File: src/rtl/timer_pkg.sv
// Shared definitions for the timer control stage: register word offsets,
// CTRL/STATUS bit positions and the sequencing FSM state encoding.
package timer_pkg;

    localparam int unsigned REG_LOAD   = 0;
    localparam int unsigned REG_CTRL   = 1;
    localparam int unsigned REG_STATUS = 2;
    localparam int unsigned REG_COUNT  = 3;
    localparam int unsigned REG_EXPCNT = 4;

    localparam int CTRL_START  = 0;
    localparam int CTRL_AUTO   = 1;
    localparam int CTRL_IRQ_EN = 2;
    localparam int CTRL_STOP   = 3;

    localparam int STAT_DONE = 0;
    localparam int STAT_BUSY = 1;
    localparam int STAT_ERR  = 2;

    typedef enum logic [1:0] {
        IDLE  = 2'd0,
        ARM   = 2'd1,
        GUARD = 2'd2,
        RUN   = 2'd3
    } state_t;

endpackage

File: src/rtl/timer_ctrl.sv
// Memory-mapped control stage in front of the countdown timer: load value,
// start pulse, sticky done/error status and interrupt.
// Optional expiry counter at word 4 when TIMER_CTRL_EXPCNT_EN is defined.
//
// state | meaning
// IDLE  | waiting for a START write
// ARM   | tmr_st high for this one cycle
// GUARD | timer reloads and clears td; td not yet trustworthy
// RUN   | waiting for tmr_td, then reload (AUTO) or return to IDLE
module timer_ctrl
    import timer_pkg::*;
#(
    parameter int DW = 32,
    parameter int AW = 3
) (
    input  logic          clk,
    input  logic          rst,
    input  logic [AW-1:0] addr,
    input  logic          we,
    input  logic [DW-1:0] wd,
    output logic [DW-1:0] rd,
    output logic [DW-1:0] tmr_k,
    output logic          tmr_st,
    input  logic [DW-1:0] tmr_q,
    input  logic          tmr_td,
    output logic          irq
);

    state_t        state;
    state_t        state_nxt;
    logic [DW-1:0] load_q;
    logic          auto_q;
    logic          irq_en_q;
    logic          done_q;
    logic          err_q;
    logic          busy;
    logic          done_set;
    logic          err_set;

    logic wr_load;
    logic wr_ctrl;
    logic wr_status;
    logic start_go;
    logic stop_wr;

    assign wr_load   = we && (addr == AW'(REG_LOAD));
    assign wr_ctrl   = we && (addr == AW'(REG_CTRL));
    assign wr_status = we && (addr == AW'(REG_STATUS));
    // STOP beats START when both bits land in the same write
    assign stop_wr   = wr_ctrl && wd[CTRL_STOP];
    assign start_go  = wr_ctrl && wd[CTRL_START] && !wd[CTRL_STOP];

    assign tmr_k = load_q;

    always_ff @(posedge clk or negedge rst) begin
        if (!rst) begin
            state <= IDLE;
        end else begin
            state <= state_nxt;
        end
    end

    always_comb begin
        state_nxt = state;
        case (state)
            IDLE: begin
                if (start_go && (load_q != '0)) begin
                    state_nxt = ARM;
                end
            end
            ARM:   state_nxt = stop_wr ? IDLE : GUARD;
            GUARD: state_nxt = stop_wr ? IDLE : RUN;
            RUN: begin
                if (stop_wr) begin
                    state_nxt = IDLE;
                end else if (tmr_td) begin
                    state_nxt = auto_q ? ARM : IDLE;
                end
            end
            default: state_nxt = IDLE;
        endcase
    end

    always_comb begin
        tmr_st   = (state == ARM);
        busy     = (state != IDLE);
        done_set = (state == RUN) && tmr_td && !stop_wr;
        err_set  = (state == IDLE) && start_go && (load_q == '0);
    end

    always_ff @(posedge clk or negedge rst) begin
        if (!rst) begin
            load_q   <= '0;
            auto_q   <= 1'b0;
            irq_en_q <= 1'b0;
            done_q   <= 1'b0;
            err_q    <= 1'b0;
            irq      <= 1'b0;
        end else begin
            if (wr_load) begin
                load_q <= wd;
            end
            if (wr_ctrl) begin
                auto_q   <= wd[CTRL_AUTO];
                irq_en_q <= wd[CTRL_IRQ_EN];
            end
            // a fresh expiry outranks a simultaneous write-1-clear
            if (done_set) begin
                done_q <= 1'b1;
            end else if (wr_status && wd[STAT_DONE]) begin
                done_q <= 1'b0;
            end
            if (err_set) begin
                err_q <= 1'b1;
            end else if (wr_status && wd[STAT_ERR]) begin
                err_q <= 1'b0;
            end
            irq <= done_q && irq_en_q;
        end
    end

`ifdef TIMER_CTRL_EXPCNT_EN
    logic [DW-1:0] expcnt_q;
    logic          wr_expcnt;

    assign wr_expcnt = we && (addr == AW'(REG_EXPCNT));

    always_ff @(posedge clk or negedge rst) begin
        if (!rst) begin
            expcnt_q <= '0;
        end else if (wr_expcnt) begin
            expcnt_q <= '0;
        end else if (done_set) begin
            expcnt_q <= expcnt_q + DW'(1);
        end
    end
`endif

    always_comb begin
        rd = '0;
        case (addr)
            AW'(REG_LOAD):   rd = load_q;
            AW'(REG_CTRL): begin
                rd[CTRL_AUTO]   = auto_q;
                rd[CTRL_IRQ_EN] = irq_en_q;
            end
            AW'(REG_STATUS): begin
                rd[STAT_DONE] = done_q;
                rd[STAT_BUSY] = busy;
                rd[STAT_ERR]  = err_q;
            end
            AW'(REG_COUNT):  rd = tmr_q;
`ifdef TIMER_CTRL_EXPCNT_EN
            AW'(REG_EXPCNT): rd = expcnt_q;
`endif
            default:         rd = '0;
        endcase
    end

endmodule

File: config.mk
export PLATFORM = sky130hd
export DESIGN_NAME = timer_ctrl
export DESIGN_NICKNAME = d
export VERILOG_FILES = /design/src/rtl/timer_pkg.sv /design/src/rtl/timer_ctrl.sv
export SDC_FILE = /design/constraint.sdc
export NUM_CORES = 1
export LEC_CHECK = 0
export CAP_MARGIN = 20
export CORE_MARGIN = 5
export CORE_UTILIZATION = 39
export DETAILED_ROUTE_END_ITERATION = 12
export PLACE_DENSITY = 0.85
export SYNTH_ARGS = -nofsm -noshare
export SYNTH_HDL_FRONTEND = slang
export SYNTH_SLANG_ARGS = --single-unit
File: constraint.sdc
create_clock -name clk -period 2.7 [get_ports clk]
set_clock_uncertainty 0.1 [all_clocks]
set_input_delay 0.405 -clock clk [delete_from_list [all_inputs] [get_ports clk]]
set_output_delay 0.405 -clock clk [all_outputs]
set_load 0.01 [all_outputs]
==> results.txt <==
Main metrics from the flow reports.

The flow ran to the end, and the final reports show no timing, DRC or antenna violations. The number of standard-cell rows in the floorplan is 27. Including well taps, the total number of placed cells is about 360. The total net switching power is approximately 620 µW.

There are 39 flip-flops and latches. In the per-layer summary, the met1 wirelength comes to 2670 µm. The largest net degree at the start of global routing came out at 40. The power per cell area is 561 mW/mm².

The number of DRC violations after detailed-routing iteration 0 is 39. The combinational cell area excluding buffers and inverters came out at 0.00105 mm². The area share of the leading cell type in the synthesized netlist is 0.457.

Per the Yosys statistics, synthesis produced 157 cells. The number of port buffers came out at 136. In this run the worst setup path begins at addr[0].

The inverter count of the layout excluding clock inverters came out at 0. The mapped netlist covers 0.00213 mm². The final period demand of the worst path is between 2 and 2.5 ns. The total number of cells along the worst setup path is 6. The number of multi-input combinational cells came out at 106. The startpoint identified for the worst register-to-register timing path is tmr_k[22]. The worst max-slew margin expressed relative to the limit is 0.431. The DRC violations left came out at 0. The critical path contains buffers and inverters numbering 4 combined. Synthesis instantiated 29 different standard cells from the library. The post-synthesis xor/xnor area fraction came out at 0. The top achievable clock speed came out at about 0.41 GHz. Pins over their slew limit in the final report were tallied at 0.

The max-cap check violation count came out at 0. The fill cell total of the finished layout is 409. The number of iterations in the first detailed-routing pass is 4.

The script computed the net switching share of total power as 0.300. The post-CTS repair timing setup buffer count is 0. Post-CTS repair changed the size of 0 cells. The internal power consumption came out at between 1000 and 1500 µW. The warning total across the stage logs came out at 26.

The tally of non-filler cells in the final layout is about 370. The detailed-routed wire length on met3 came out at between 500 and 600 µm. The synthesized area per cell came out at 13.6 µm². The non-clock buffer total of the final layout is about 140. The cell type contributing the most total cell area after synthesis is sky130_fd_sc_hd__dfrtp_1. The largest stage delay on the critical path is 0.54 ns. The script logs the ratio of routed vias to standard cells as 5.21. Yosys attributes the largest share of cell area to sky130_fd_sc_hd__dfrtp_1 (46%), sky130_fd_sc_hd__mux2_4 (21%), sky130_fd_sc_hd__a22o_1 (12%). The highest metal layer carrying signal wires in the routed design is met4. The tap cell count came out at 72.

The sum of routed wire length over all layers is approximately 6700 µm. The count of nets left with antenna violations once routing finished came out at 0. The area reported by Yosys stat is roughly 0.0021 mm². The fraction of standard cell area in multi-input logic is 0.285. Per STA, the worst path is made up of dlymetal6s2s_1 -> buf_4 -> nor3_4 -> clkbuf_16 -> a22o_1 -> clkdlybuf4s50_1. The maximum ir drop on the vdd rail is 337 µV.

The timing report attributes the biggest portion of critical-path delay to buffers and inverters. Power attributed to combinational cells is roughly 800 µW. The quantity of hold-fixing buffers added after cts came out at 0. After clock tree synthesis, the clock-pin slew on the worst setup and hold paths is 0.08 ns.

The register bit count reported by yosys came out at 39. Routability-driven placement finished with a final weighted congestion of 0.790. The post-route setup TNS came out at 0 ns.

The storage element area came out at just under 0.001 mm². Of the total power, registers draw 0.424. Sorting the synthesis cell report by count puts at the top sky130_fd_sc_hd__dfrtp_1. The top logic cell family in the synthesized netlist is multiplexers. The largest fanout of any net on the critical path is 15. TritonCTS built the clock tree. The proportion of power drawn by combinational gates is 0.390. The worst register-to-register path has a setup slack of about 1.3 ns.

Hold-check failures listed in the final report amount to 0. The endpoint of the worst register-to-register path is err_q. The detailed-routed wire length on met2 came out at 3350 µm.

Between the synthesized netlist and the finished layout, the area growth was recorded as 72.2%. The total routing resource utilization after global routing came out at 0.186. The worst setup path is launched from a primary input. The cell-mix breakdown from Yosys lists the simple-gate area share as 0.0914.

The share of the final layout cell area in sequential cells came out at 0.265. The required time of the worst setup path came out at 2.19 ns. Of all the cell area in the finished design, the clock network holds 0.0228.

The sequential area share after synthesis is 0.457. The count of H-tree levels built during CTS came out at 2. The vertical die dimension reported for this design is between 80 and 90 µm. The met2 usage in global routing is 0.330.

The via count of the first global-routing pass is 2031. The half-perimeter wire length of the detailed placement result came out at 5100 µm. Measured on the final layout, buffering overhead outside the clock network stands at 0.402. STA shows the worst reg2reg path with a cell count of 3. In the synthesized netlist, the cells that appear most often are sky130_fd_sc_hd__dfrtp_1 (39), sky130_fd_sc_hd__mux2_4 (30), sky130_fd_sc_hd__a22o_1 (29). The AND-OR/OR-AND share of the synthesized area is 0.147. The number of antenna violations at the first check in global routing came out at 0.
==> registers in the layout, indices dropped and copies added (netlist names) <==
signal,flops
auto_q,1
done_q,1
err_q,1
irq,1
irq_en_q,1
state,2
tmr_k,32
==> metrics by stage <==
| stage | setup slack (ns) | power, µW | hold WS [ns] | utilization | instance area [µm²] |
|---|---|---|---|---|---|
| 2_1_floorplan | 0.887 | 1200 | 0.00941 | - | 2130 |
| 3_3_place_gp | 0.0491 | 1670 | 0.385 | 0.658 | 3560 |
| 3_5_place_dp | 0.0194 | 1690 | 0.392 | 0.658 | 3560 |
| 4_1_cts | 0.0109 | 2090 | 0.152 | 0.674 | 3640 |
| 5_1_grt | 0.186 | 2170 | 0.207 | 0.680 | 3680 |
| 6_report | 0.267 | 2060 | 0.119 | 0.680 | 3680 |
Figure 1. Ports around the boundary.
(4 px per µm) Pins as bars across the die edge, other pins in gray.
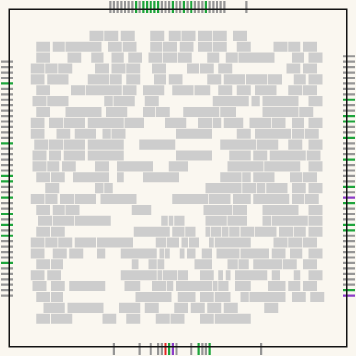
tmr_q: drawn in green, pins 32, direction input, edge 10 east, 10 north, 9 west, 3 south. tmr_st: drawn in red, pins 1, direction output, edge south. addr: drawn in purple, pins 3, direction input, edge 2 east, 1 south.

Figure 2. The clock network.
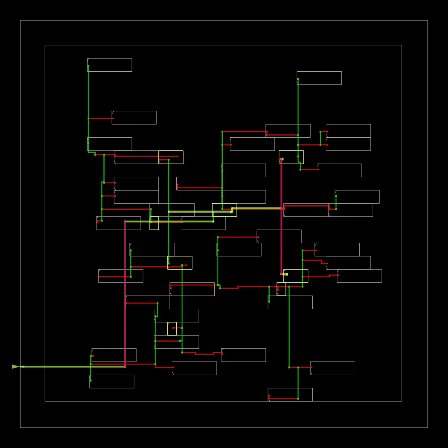
worst-skew pair later-pin latency: 0.29 ns
clock tree buffer count of the final layout: 5
number of buffers created by CTS: 5
clk pwr: 383 µW
TritonCTS sink count: 39

Figure 3. Placed cells, one color a class.
(3 px per µm)
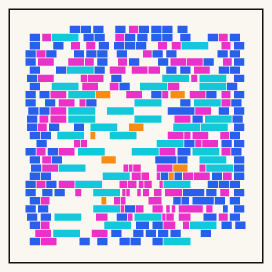
flip-flops: drawn in cyan, cells 39, share of their area 27%. all other logic: drawn in magenta, cells 106, share of their area 29%. clock drivers and dummy loads: drawn in orange, cells 8, share of their area 2.3%. other buffers and delay cells: drawn in blue, cells 144, share of their area 41%.
Placeable Area: 0.00541 mm²
post-layout util: 0.680

Figure 4. Cell area per tile.
(4 px per µm) The die is cut into 8 by 8 equal tiles; black is low, pale yellow is high, 0 to 100% covered.
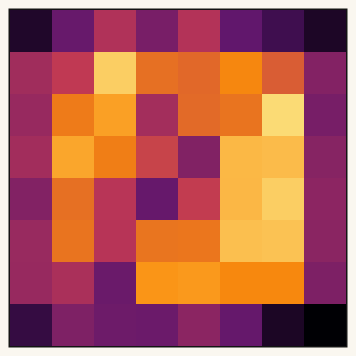
1.6% of the tiles are nearly empty. The densest ninth of the die: east. The mean over all tiles is 51%. The fullest tile reaches 92%. The emptiest ninth of the die: south-west.
initial standard-cell utilization of the core: 0.395

Power is estimated from default activity; no workload was simulated.
